<file path="src/rtl/seg_pipe_adder_pkg.sv">
// Shared configuration helpers for the segment-pipelined adder/subtractor.
package seg_pipe_adder_pkg;

   function automatic int stages_f(input int width, input int seg);
      return width / seg;
   endfunction

   // Legal when the segment fits the operand and tiles it exactly.
   function automatic bit cfg_ok_f(input int width, input int seg);
      return (seg >= 1) && (seg <= width) && ((width % seg) == 0);
   endfunction

endpackage

</file>
<file path="src/rtl/seg_rca.sv">
// Combinational SEG-bit ripple-carry segment built from full adders.
module seg_rca #(
   parameter int SEG = 4
) (
   input  logic [SEG-1:0] a,
   input  logic [SEG-1:0] b,
   input  logic           ci,
   output logic [SEG-1:0] s,
   output logic           co,
   output logic           c_msb
);

   logic [SEG:0] w_c;

   // Full-adder chain; w_c[i] is the carry into bit i.
   always_comb begin
      w_c    = '0;
      s      = '0;
      w_c[0] = ci;
      for (int i = 0; i < SEG; i++) begin
         s[i]     = a[i] ^ b[i] ^ w_c[i];
         w_c[i+1] = (a[i] & b[i]) | (w_c[i] & (a[i] ^ b[i]));
      end
   end

   assign co    = w_c[SEG];
   assign c_msb = w_c[SEG-1];

endmodule

</file>
<file path="src/rtl/seg_pipe_adder.sv">
// Segment-pipelined adder/subtractor: one SEG-bit ripple segment per stage,
// valid/ready handshake with a single global advance for back-pressure.
module seg_pipe_adder
   import seg_pipe_adder_pkg::*;
#(
   parameter int WIDTH = 16,
   parameter int SEG   = 4
) (
   input  logic             clk,
   input  logic             rst,
   input  logic             in_valid,
   output logic             in_ready,
   input  logic [WIDTH-1:0] a,
   input  logic [WIDTH-1:0] b,
   input  logic             cin,
   input  logic             sub,
   output logic             out_valid,
   input  logic             out_ready,
   output logic [WIDTH-1:0] sum,
   output logic             cout,
   output logic             ovf
);

   localparam int STAGES = stages_f(WIDTH, SEG);

   if (!cfg_ok_f(WIDTH, SEG)) begin : g_cfg_err
      $error("seg_pipe_adder: WIDTH must be a positive multiple of SEG");
   end

   logic [WIDTH-1:0] w_a_q [STAGES];
   logic [WIDTH-1:0] w_b_q [STAGES];
   logic [WIDTH-1:0] w_s_q [STAGES];
   logic             w_c_q [STAGES];
   logic             w_v_q [STAGES];
   logic             w_co  [STAGES];
   logic             w_cm  [STAGES];
   logic             w_adv;
   logic             r_ovf;

   // All stages move together; a stalled output freezes the whole pipe.
   assign w_adv    = !w_v_q[STAGES-1] | out_ready;
   assign in_ready = w_adv;

   for (genvar k = 0; k < STAGES; k++) begin : g_stage
      logic [WIDTH-1:0] w_a_in, w_b_in, w_s_in, w_s_nxt;
      logic             w_c_in, w_v_in;
      logic [SEG-1:0]   w_seg_s;
      logic             w_seg_co, w_seg_cm;
      logic [WIDTH-1:0] r_a, r_b, r_s;
      logic             r_c, r_v;

      if (k == 0) begin : g_first
         assign w_a_in = a;
         assign w_b_in = sub ? ~b : b;
         assign w_s_in = '0;
         assign w_c_in = sub ? 1'b1 : cin;
         assign w_v_in = in_valid;
      end else begin : g_next
         assign w_a_in = w_a_q[k-1];
         assign w_b_in = w_b_q[k-1];
         assign w_s_in = w_s_q[k-1];
         assign w_c_in = w_c_q[k-1];
         assign w_v_in = w_v_q[k-1];
      end

      seg_rca #(.SEG(SEG)) u_rca (
         .a     (w_a_in[k*SEG +: SEG]),
         .b     (w_b_in[k*SEG +: SEG]),
         .ci    (w_c_in),
         .s     (w_seg_s),
         .co    (w_seg_co),
         .c_msb (w_seg_cm)
      );

      // Splice this stage's segment into the partial sum.
      always_comb begin
         w_s_nxt                 = w_s_in;
         w_s_nxt[k*SEG +: SEG]   = w_seg_s;
      end

      // Stage register: partial sum, pending operands, carry and valid.
      always_ff @(posedge clk) begin
         if (rst) begin
            r_v <= 1'b0;
            r_c <= 1'b0;
            r_a <= '0;
            r_b <= '0;
            r_s <= '0;
         end else if (w_adv) begin
            r_v <= w_v_in;
            r_c <= w_seg_co;
            r_a <= w_a_in;
            r_b <= w_b_in;
            r_s <= w_s_nxt;
         end
      end

      assign w_a_q[k] = r_a;
      assign w_b_q[k] = r_b;
      assign w_s_q[k] = r_s;
      assign w_c_q[k] = r_c;
      assign w_v_q[k] = r_v;
      assign w_co[k]  = w_seg_co;
      assign w_cm[k]  = w_seg_cm;
   end

   // Overflow is formed in the last stage and registered alongside its carry.
   always_ff @(posedge clk) begin
      if (rst) begin
         r_ovf <= 1'b0;
      end else if (w_adv) begin
         r_ovf <= w_cm[STAGES-1] ^ w_co[STAGES-1];
      end
   end

   assign out_valid = w_v_q[STAGES-1];
   assign sum       = w_s_q[STAGES-1];
   assign cout      = w_c_q[STAGES-1];
   assign ovf       = r_ovf;

endmodule

</file>
<file path="config.mk">
export PLATFORM = sky130hd
export DESIGN_NAME = seg_pipe_adder
export DESIGN_NICKNAME = d
export VERILOG_FILES = /design/src/rtl/seg_pipe_adder_pkg.sv /design/src/rtl/seg_rca.sv /design/src/rtl/seg_pipe_adder.sv
export SDC_FILE = /design/constraint.sdc
export NUM_CORES = 1
export LEC_CHECK = 0
export CAP_MARGIN = 15
export CORE_MARGIN = 2
export CORE_UTILIZATION = 40
export CTS_BUF_LIST = sky130_fd_sc_hd__clkbuf_8
export DETAILED_ROUTE_END_ITERATION = 6
export PLACE_DENSITY_LB_ADDON = 0.2
export SETUP_SLACK_MARGIN = 0.05
export SYNTH_ARGS = -nofsm -noshare
export SYNTH_HDL_FRONTEND = slang
export SYNTH_SLANG_ARGS = --single-unit
</file>
<file path="constraint.sdc">
create_clock -name clk -period 3.4 [get_ports clk]
set_input_delay 0.51 -clock clk [delete_from_list [all_inputs] [get_ports clk]]
set_output_delay 0.51 -clock clk [all_outputs]
set_load 0.02 [all_outputs]
</file>
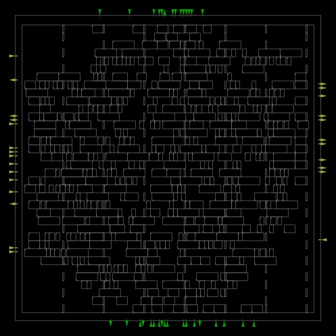
**Above:** run 1 (cell outlines without signal wires).
post-route insts no fill: 636
core area: 0.009729 mm²

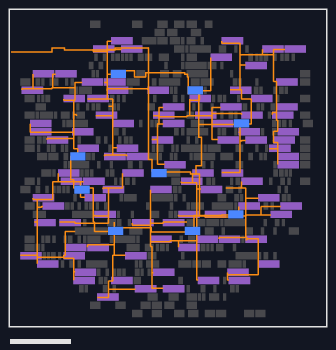
**Above:** run 1 (clock network drawn from the DEF).
Bar = 20 µm.
Orange stands for clock wires, length 1120 µm. Blue stands for clock drivers, count 9. Purple stands for flip-flops, count 97.
There are 10 routed clock nets.
Clk pwr share: 0.336
clk ins delay skew pair: 0.36 ns
Fin Clk Skew: 0.009215 ns
clock group total power: 756 µW

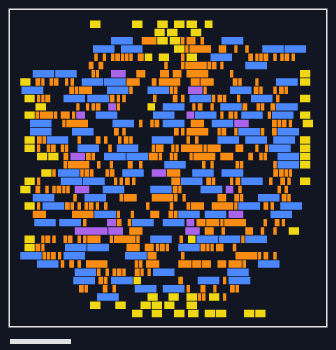
**Above:** run 1 (placed cells, one colour a class).
Bar = 20 µm.
Purple stands for clock drivers and dummy loads, cells 16, share of their area 4.4%. Orange stands for combinational and other logic, cells 329, share of their area 40%. Blue stands for sequential cells, cells 97, share of their area 42%. Yellow stands for remaining buffers and delay cells, cells 61, share of their area 13%.

==> impl_metrics.tcl, run 1 <==
# metrics dict for downstream scripts
set metrics [dict create \
    met3WireLength_um 236 \
    worstPathMaxFanout 3 \
    cp-end-kind "flop" \
    worst_setup_path_start_kind "input port" \
    fin_crit_sh 0.7776 \
    wl_met2_um 3626 \
    slowest_stage "clkdlybuf4s50_1" \
    die_area_mm2 0.01080 \
    io_pins 58 \
    drt_iter0_drc 117 \
    fillers 984 \
    top_area_frac 0.4861 \
    final.setup.tns_ns 0 \
    top_layer "met4" \
    ant_nets 0 \
    cp_data_arrival_time_ns 2.85 \
    cts.repair.resized 0 \
    rows 36 \
    clk_pin_slew_ns 0.10 \
    clockBufferDepth 2 \
    finalSetupViolations 0 \
    drcViolationCount 0 \
    postSynthSeqShare 0.4861 \
    syn_avg_cell_area_um2 8.685 \
    first_pass_iters 4 \
    die_h_um 103.9 \
    status "finished clean" \
    ys.flops 97 \
    grt.total_usage 0.1452 \
    fp.dieW_um 103.9 \
    synth_cell_types 16 \
    crit_required_ns 3.60 \
    cap_violations 0 \
    grt_max_degree 98 \
    ir_worst_vdd_mv 0.2637 \
    criticalPathCategory "input port to flop" \
    crit_path_frequent_cell "fa_1" \
    final_hold_viol_count 0 \
    syn_to_final_growth_pct 19.35 \
    hold_buffers 0 \
    viasPerCell 4.577 \
    yosys_warnings 0 \
    top_cells_by_area "dfxtp_1 49%, nand2_1 14%, a21oi_1 9.1%" \
    min_path_type "flop to flop" \
    crit_chain "clkdlybuf4s50_1 -> xnor2_1 -> fa_1 -> inv_1 -> fa_1 -> inv_1 -> fa_1 -> inv_1 -> fa_1 -> nand2_1 -> a21oi_1" \
    dr_total_vias 2911 \
    total_power_mw 2.254 \
    syn_area_mm2 0.003995 \
    ctsRootBufferMaster "clkbuf_8" \
    fp-utilization 0.4106 \
    slew_headroom 0.2723 \
    rsz0062_at_grt "no" \
    comb_area_mm2 0.001757 \
    synthesis.instances 460 \
    synth_top_cell_by_area "dfxtp_1" \
    grt_overflow_total 0 \
    place_congestion 0.7053 \
    dp_hpwl_um 4565 \
    worst_pin_slew_ns 1.092 \
    antenna_cells_inserted 0 \
    cp_top_family "adder cells" \
    warnings 26 \
    worst-path-buf-inv 4 \
    seqCellArea_mm2 0.001942 \
    antenna_found_initial 0 \
    cp_slowest_stage_delay_ns 0.59 \
    ys_chip_area_mm2 0.003995 \
    powerDensity_mw_per_mm2 472.7 \
    io_buffers 57 \
    slew_violations 0 \
    synth_nets 514 \
    leakage_nw 1.775 \
    cts_tree "built" \
    period_minus_slack_ns 2.644 \
    fmax_mhz 378.3 \
    routedLengthMet1_um 3429 \
    clock-sinks 97 \
    drive_gt1_frac 0.08151 \
    htreeDepth 3 \
    wl_um 7358 \
    wl_per_cell_um 11.57 \
    cts_buffers 9 \
    cts_setup_buffers 0 \
    fin_nets 552 \
    grt_pass1_wl_um 12650 \
]
## run 1: cell families (layout without fill, tap and decap cells)
group | Yosys count | after routing | synth area share
fa+ha+maj | 16 | 16 | 0.08018
buf+inv | 61 | 104 | 0.07422
xor+xnor | 17 | 17 | 0.03727
simple gates | 173 | 173 | 0.1650
flops | 97 | 97 | 0.4861
compound gates | 96 | 96 | 0.1572
## run 1: layer usage
| metal | track usage | vias to the layer above |
|---|---|---|
| li1 | - | 1523 |
| met1 | 0.1625 | 1341 |
| met5 | 0 | - |
| met2 | 0.2617 | 42 |
| met4 | 0.05212 | 0 |
| met3 | 0.04198 | 5 |
## run 1: placed cells by master (no fill, tap or decap)
| master | netlist | routed |
|---|---|---|
| inv_6 | 0 | 2 |
| clkinvlp_4 | 0 | 4 |
| nand2_1 | 146 | 146 |
| dfxtp_1 | 97 | 97 |
| xnor2_1 | 13 | 13 |
| clkdlybuf4s50_1 | 0 | 56 |
| xor2_1 | 4 | 4 |
| a211oi_2 | 18 | 18 |
| a21oi_1 | 73 | 73 |
| clkbuf_8 | 0 | 9 |
| nor2b_4 | 1 | 1 |
| nor2_1 | 26 | 26 |
| bufinv_16 | 0 | 1 |
| inv_4 | 1 | 1 |
| inv_1 | 26 | 26 |
| buf_4 | 6 | 5 |
| fa_1 | 16 | 16 |
| a211oi_1 | 5 | 5 |
## run 1: tightest hold or removal path: stages, from the launching register on
cell	delay (ns)
dfxtp_1	0.32
nand2_1	0.05
a21oi_1	0.05
## run 1: report_power, final
part | leakage, nW | internal, mW | switching, mW
Sequential | 0.797 | 1.21 | 0.0377
Combinational | 0.889 | 0.127 | 0.123
Clock | 0.0885 | 0.345 | 0.412
## run 1: sequential cells by signal (all words and copies together) (netlist names)
| name | count |
|---|---|
| ovf | 1 |
| g_stage.r_v | 3 |
| out_valid | 1 |
| g_stage.r_a | 24 |
| g_stage.r_s | 24 |
| g_stage.r_b | 24 |
| sum | 16 |
| g_stage.r_c | 3 |
| cout | 1 |
## run 1: cells in the mapped netlist (all sizes together)
library cell	n
fa	16
inv	27
xor2	4
a21oi	73
xnor2	13
clkbuf	14
nand2	146
a211oi	23
nor2b	1
dfxtp	97
buf	20
nor2	26
## run 1: final cells by class
| cell class | count | area share |
|---|---|---|
| clock inverters | 7 | 0.01627 |
| well taps | 133 | 0.03490 |
| clock buffers | 9 | 0.02598 |
| multi-input cells | 302 | 0.3684 |
| inverters | 27 | 0.02178 |
| repair buffers | 61 | 0.1254 |
| flip-flops and latches | 97 | 0.4072 |
## run 1: final timing paths
kind | start | to | slack [ns] | depth (start not counted)
setup / recovery | sub | g_stage[0].r_s[3] | 0.76 | 11
hold / removal | sum[1] | sum[1] | 0.45 | 2
setup reg to reg | g_stage[2].r_a[12] | sum[15] | 1.17 | 8
hold reg to reg | sum[1] | sum[1] | 0.45 | 2
## run 1: stage by stage
step                hold slack, ns  utilization  worst slack [ns]  std cells  area, µm²
floorplan                   0.4319            -            0.7278        460       3995
global placement            0.4382       0.4694            0.3638        620       4567
detailed placement          0.4445       0.4694            0.3266        620       4567
CTS                         0.4577       0.4901            0.7388        636       4768
global route                0.4688       0.4901            0.6220        636       4768
finish                      0.4521       0.4901            0.7563        636       4768
**Run 1: M2 wires**

Cells faint in the background.
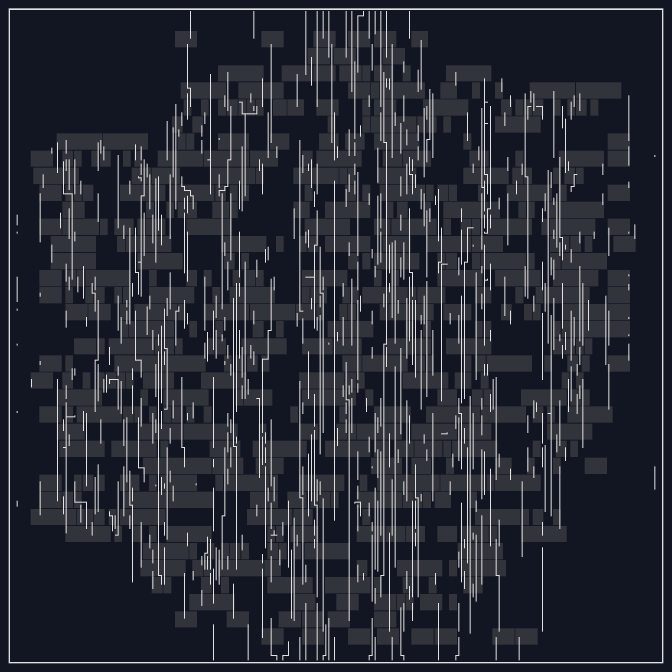

==> run 1 -> run 2 <==
==> constraint.sdc (replaced) <==
create_clock -name clk -period 2.6 [get_ports clk]
set_input_delay 0.39 -clock clk [delete_from_list [all_inputs] [get_ports clk]]
set_output_delay 0.39 -clock clk [all_outputs]
set_load 0.02 [all_outputs]
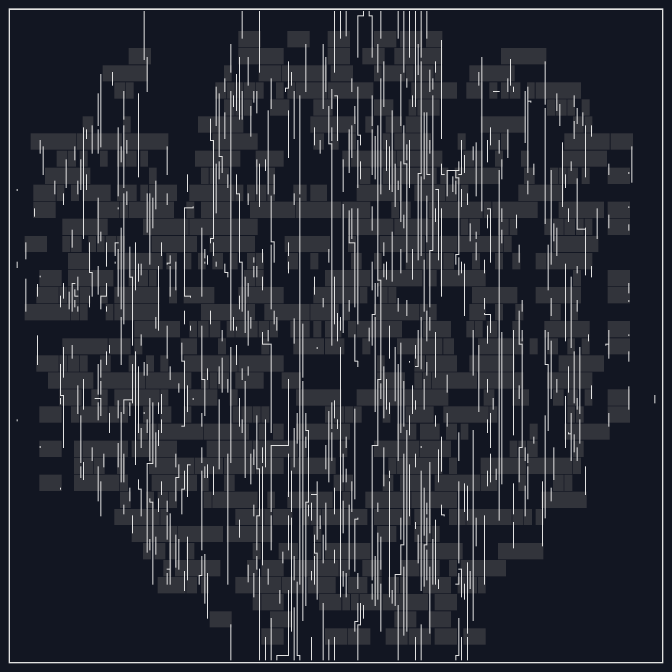
**Above:** run 2 (M2 wires).
Cells faint in the background.
The longest straight run is 61.5 µm. The layer carries 3660 µm of wire. The layer holds 50% of the routed length.

==> run 2 against run 1 <==
  * Non-clock buffer count grew 1
  * Combinational power grew 34%
  * Sequential cell count is the same
  * Clock skew grew 0.00089 ns
  * Hold slack lost 0.0013 ns
  * Critical path depth is the same
  * Clock power grew 27%
  * Register-to-register slack lost 0.75 ns
  * Sequential share of layout area shrank 0.22 points
  * Critical endpoint unchanged
  * Largest power group unchanged
==> impl_metrics.tcl, run 2 <==
# metrics dict for downstream scripts
set metrics [dict create \
    grt_overflow_total 0 \
    wl_um 7368 \
    cts.repair.resized 1 \
    fp.dieW_um 103.9 \
    ant_nets 0 \
    leakage_nw 1.804 \
    wl_per_cell_um 11.57 \
    synthFlopType "dfxtp_1" \
    pre_cts_ws_ns -0.3516 \
    top_cells_by_area "dfxtp_1 49%, nand2_1 14%, a21oi_1 9.1%" \
    hold_ws_ns 0.4508 \
    drive_gt1_frac 0.08135 \
    total_power_mw 2.923 \
    dr_total_vias 2885 \
    io_pins 58 \
    synth_cell_types 16 \
    grt.total_usage 0.1398 \
    criticalPathCategory "input port to flop" \
    layout_top_cells "146 x nand2_1, 97 x dfxtp_1, 73 x a21oi_1" \
    powerDensity_mw_per_mm2 609.6 \
    io_buffers 57 \
    fp-utilization 0.4106 \
    ys.flops 97 \
    syn_area_mm2 0.003995 \
    worstPathMaxFanout 1 \
    cts_buffers 9 \
    design_area_mm2 0.004795 \
    final.setup.tns_ns 0 \
    synth-async-reset-ratio 0 \
    warnings 28 \
    die_area_mm2 0.01080 \
    synthTopCellsByCount "146 x nand2_1, 97 x dfxtp_1, 73 x a21oi_1" \
    min_path_type "flop to flop" \
    fin_crit_sh 0.9201 \
    cts_tree "built" \
    status "finished clean" \
    dp_hpwl_um 4581 \
    worst_setup_path_start_kind "input port" \
    top_regs "g_stage.r_a (24), g_stage.r_b (24), g_stage.r_s (24)" \
    slew_headroom 0.4591 \
    synthesis.instances 460 \
    grt_pass1_wl_um 12430 \
    period_minus_slack_ns 2.392 \
    layout_top_cell "nand2_1" \
    cap_violations 0 \
    die_h_um 103.9 \
    clock_latency_ns 0.34 \
    postSynthSeqShare 0.4861 \
    cts_setup_buffers 0 \
    fillers 958 \
    final_hold_viol_count 0 \
    viasPerCell 4.529 \
    ctsRootBufferMaster "clkbuf_8" \
    yosys_warnings 0 \
    internal_power_mw 2.217 \
    worst_pin_slew_ns 0.8114 \
    grt_max_degree 116 \
    cp-end-kind "flop" \
    power.switching_uw 706.2 \
    cp_data_arrival_time_ns 2.61 \
    ir_worst_vdd_mv 0.3015 \
    fin_skew_ns 0.01011 \
    fin_nets 553 \
    synth_top_cell_by_area "dfxtp_1" \
    synth_nets 514 \
    drt_iter0_drc 85 \
    slew_violations 0 \
    syn_avg_cell_area_um2 8.685 \
    finalSetupViolations 0 \
    netSwitchingFraction 0.2416 \
    htreeDepth 3 \
    antenna_found_initial 0 \
    fp.coreArea_mm2 0.009729 \
    clock-sinks 97 \
    place_area_mm2 0.004599 \
    top_cell "nand2_1" \
    clockBufferDepth 2 \
    place_congestion 0.7485 \
    finalWorstSetupSlack_ns 0.2076 \
    top_area_frac 0.4861 \
    p_comb_frac 0.114 \
    rsz0062_at_grt "no" \
    seqPwrFrac 0.558 \
    crit_required_ns 2.81 \
    syn_to_final_growth_pct 20.01 \
    first_pass_iters 4 \
]
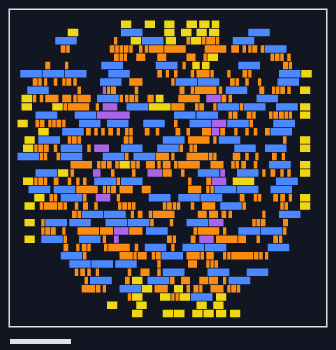
**Above:** run 2 (placed cells, one colour a class).
Bar = 20 µm.
register share of the cell area: 0.4050
site row count: 36

run 2: cell counts after synthesis:
No cell type changed its count.
run 2: path summary, 6_finish.rpt:
path	start	to	slack [ns]	cells past startpoint
worst max-delay path	b[0]	g_stage[0].r_s[3]	0.21	11
worst max register to register	g_stage[2].r_a[12]	sum[15]	0.42	8
worst min-delay path	sum[1]	sum[1]	0.45	2
worst min register to register	sum[1]	sum[1]	0.45	2
run 2: worst max-delay path: stages:
cell and delay, ns:
clkdlybuf4s50_1 0.42, xnor2_1 0.15, fa_1 0.39, inv_1 0.08, fa_1 0.16, inv_1 0.05, fa_1 0.36, inv_1 0.08
fa_1 0.40, nand2_1 0.07, a21oi_1 0.06
run 2: cell type report:
class / instances / area, µm² / share of cell area
flip-flops and latches: 97 / 1942 / 0.4050
multi-input cells: 302 / 1757 / 0.3664
repair buffers: 62 / 629.4 / 0.1313
well taps: 133 / 166.4 / 0.03471
clock buffers: 10 / 137.6 / 0.02871
inverters: 27 / 103.9 / 0.02166
clock inverters: 6 / 58.81 / 0.01227
run 2: stage by stage:
step / instances / util
after detailed placement: 621 / 0.4727
after floorplan: 460 / -
final: 637 / 0.4928
after CTS: 637 / 0.4928
after global routing: 637 / 0.4928
after global placement: 621 / 0.4727
run 2: layer usage:
metal	vias to the layer above	global-route usage	wire, µm
met4	0	0.05212	85
met5	-	0	0
met2	37	0.2491	3661
li1	1523	-	-
met3	9	0.02757	263
met1	1316	0.1661	3358
run 2: power groups by stage:
stage / clock, mW / sequential [mW] / combinational, mW
finish: 0.958 / 1.63 / 0.334
floorplan: 0 / 1.67 / 0.206
CTS: 0.992 / 1.63 / 0.340
global placement: 0 / 1.66 / 0.332
global route: 1.04 / 1.64 / 0.379
detailed placement: 0 / 1.67 / 0.337
run 2: cell families (layout without fill, tap and decap cells):
logic type               Yosys count  count (layout)  synth area share
XOR/XNOR                          17              17           0.03727
buffers and inverters             61             105           0.07422
AND/OR/NAND/NOR                  173             173            0.1650
flip-flops                        97              97            0.4861
AND-OR/OR-AND                     96              96            0.1572
adder cells (fa/ha/maj)           16              16           0.08018
**Run 2: gate-type map**

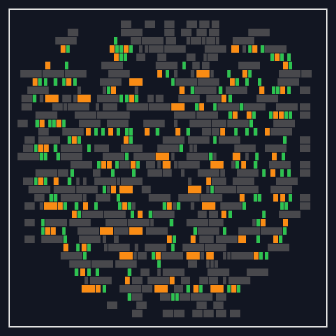

==> run 2 -> run 3 <==
--- a/config.mk
+++ b/config.mk
@@ -7,7 +7,7 @@
 export LEC_CHECK = 0
 export CAP_MARGIN = 15
 export CORE_MARGIN = 2
-export CORE_UTILIZATION = 40
+export CORE_UTILIZATION = 56
 export CTS_BUF_LIST = sky130_fd_sc_hd__clkbuf_8
 export DETAILED_ROUTE_END_ITERATION = 6
 export PLACE_DENSITY_LB_ADDON = 0.2
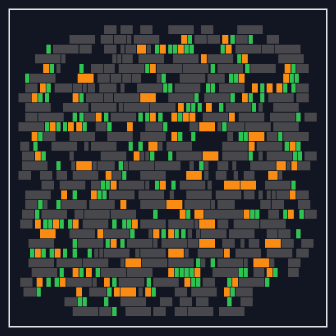
**Above:** run 3 (gate-type map).
Orange stands for aoi and oai cells, cells 96, where widely spread. Green stands for nand cells, cells 146, where widely spread.
Commonest Layout Cell: nand2_1
Comb/total area: 0.3699

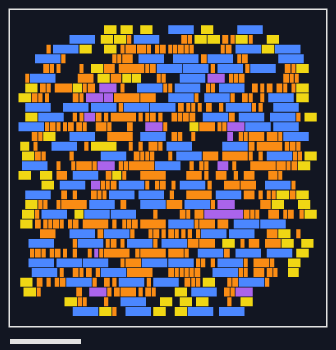
**Above:** run 3 (placed cells, one colour a class).
Bar = 20 µm.
Purple stands for clock drivers and dummy loads, cells 16, share of their area 4.2%. Yellow stands for remaining buffers and delay cells, cells 64, share of their area 14%. Blue stands for sequential cells, cells 97, share of their area 42%. Orange stands for combinational and other logic, cells 329, share of their area 40%.

==> run 3 against run 2 <==
  * Global-route usage is 7.4 points higher
  * Critical path depth is the same
  * Hold slack improved by 0.0014 ns
  * Critical path type unchanged
  * Largest power group unchanged
==> impl_metrics.tcl, run 3 <==
# metrics dict for downstream scripts
set metrics [dict create \
    io_buffers 57 \
    clock_latency_ns 0.36 \
    synth-async-reset-ratio 0 \
    design_area_mm2 0.004750 \
    total_power_mw 2.945 \
    cap_violations 0 \
    cts_setup_buffers 0 \
    finalSetupViolations 0 \
    slew_headroom 0.4879 \
    fin_nets 555 \
    dp_hpwl_um 5091 \
    cts_tree "built" \
    cp-end-kind "flop" \
    top_logic_kind "simple AND/OR/NAND/NOR gates" \
    synthFlopType "dfxtp_1" \
    layoutNonFillerInstCount 602 \
    crit_path_frequent_cell "fa_1" \
    cp_data_arrival_time_ns 2.62 \
    powerDensity_mw_per_mm2 620.1 \
    worstPathMaxFanout 1 \
    ir_worst_vdd_mv 0.3761 \
    crit_required_ns 2.85 \
    slew_violations 0 \
    clockBufferDepth 2 \
    pre_cts_ws_ns -0.3840 \
    wl_um 7685 \
    first_pass_iters 4 \
    viasPerCell 5.027 \
    rr_startpoint "g_stage[2].r_a[12]" \
    grt_overflow_total 0 \
    fp-utilization 0.5848 \
    ctsRootBufferMaster "clkbuf_8" \
    worst_pin_slew_ns 0.7682 \
    dp_cells 586 \
    place_area_mm2 0.004556 \
    fp.dieW_um 88.47 \
    status "finished clean" \
    die_area_mm2 0.007826 \
    slowest_stage "clkdlybuf4s50_1" \
    yosys_warnings 0 \
    simple_gate_area_frac 0.1650 \
    crit_chain "clkdlybuf4s50_1 -> xnor2_1 -> fa_1 -> inv_1 -> fa_1 -> inv_1 -> fa_1 -> inv_1 -> fa_1 -> nand2_1 -> a21oi_1" \
    grt_pass1_wl_um 12920 \
    grt.total_usage 0.2142 \
    fp.coreArea_mm2 0.006832 \
    postSynthSeqShare 0.4861 \
]
[run 3: cell families after synthesis]
group	Yosys count
AND/OR/NAND/NOR	173
adder cells (fa/ha/maj)	16
XOR/XNOR	17
buffers and inverters	61
flip-flops	97
AND-OR/OR-AND	96
[run 3: worst max path at each step]
stage,endpoint,slack (ns)
floorplan,g_stage[0].r_s[3],0.09
global placement,g_stage[0].r_s[3],-0.30
detailed placement,g_stage[0].r_s[3],-0.38
CTS,g_stage[0].r_s[3],0.22
global route,g_stage[0].r_s[3],0.13
finish,g_stage[0].r_s[3],0.23
[run 3: cell type report]
type | instances | area, µm²
well taps | 96 | 120.1
repair buffers | 64 | 631.9
fillers | 557 | 2082
inverters | 27 | 103.9
clock buffers | 9 | 123.9
clock inverters | 7 | 71.32
flip-flops and latches | 97 | 1942
multi-input cells | 302 | 1757
[run 3: layer usage]
| layer | routed length (µm) | part of all wire | up-vias | GRT usage |
|---|---|---|---|---|
| met5 | 0 | 0 | - | 0 |
| met4 | 162 | 0.021 | 0 | 0.07300 |
| met3 | 366 | 0.048 | 14 | 0.05410 |
| met2 | 3720 | 0.48 | 62 | 0.3500 |
| met1 | 3435 | 0.45 | 1417 | 0.2794 |
| li1 | - | - | 1533 | - |
[run 3: through the flow]
step | utilization | setup TNS (ns)
CTS | 0.6952 | 0
global route | 0.6952 | 0
floorplan | - | 0
global placement | 0.6669 | -0.3681
detailed placement | 0.6669 | -0.6238
finish | 0.6952 | 0
[run 3: power by group]
| group | leakage [nW] | switching, mW | internal (mW) |
|---|---|---|---|
| Clock | 0.0970 | 0.529 | 0.445 |
| Combinational | 0.912 | 0.168 | 0.169 |
| Sequential | 0.797 | 0.0517 | 1.58 |
[run 3: critical path, delay by kind of cell]
family | cells | cell delay, ns
simple gates | 1 | 0.07
fa+ha+maj | 4 | 1.32
buf+inv | 4 | 0.61
xor+xnor | 1 | 0.16
compound gates | 1 | 0.07
No activity file was given, so power comes from the tool's default toggle rates.
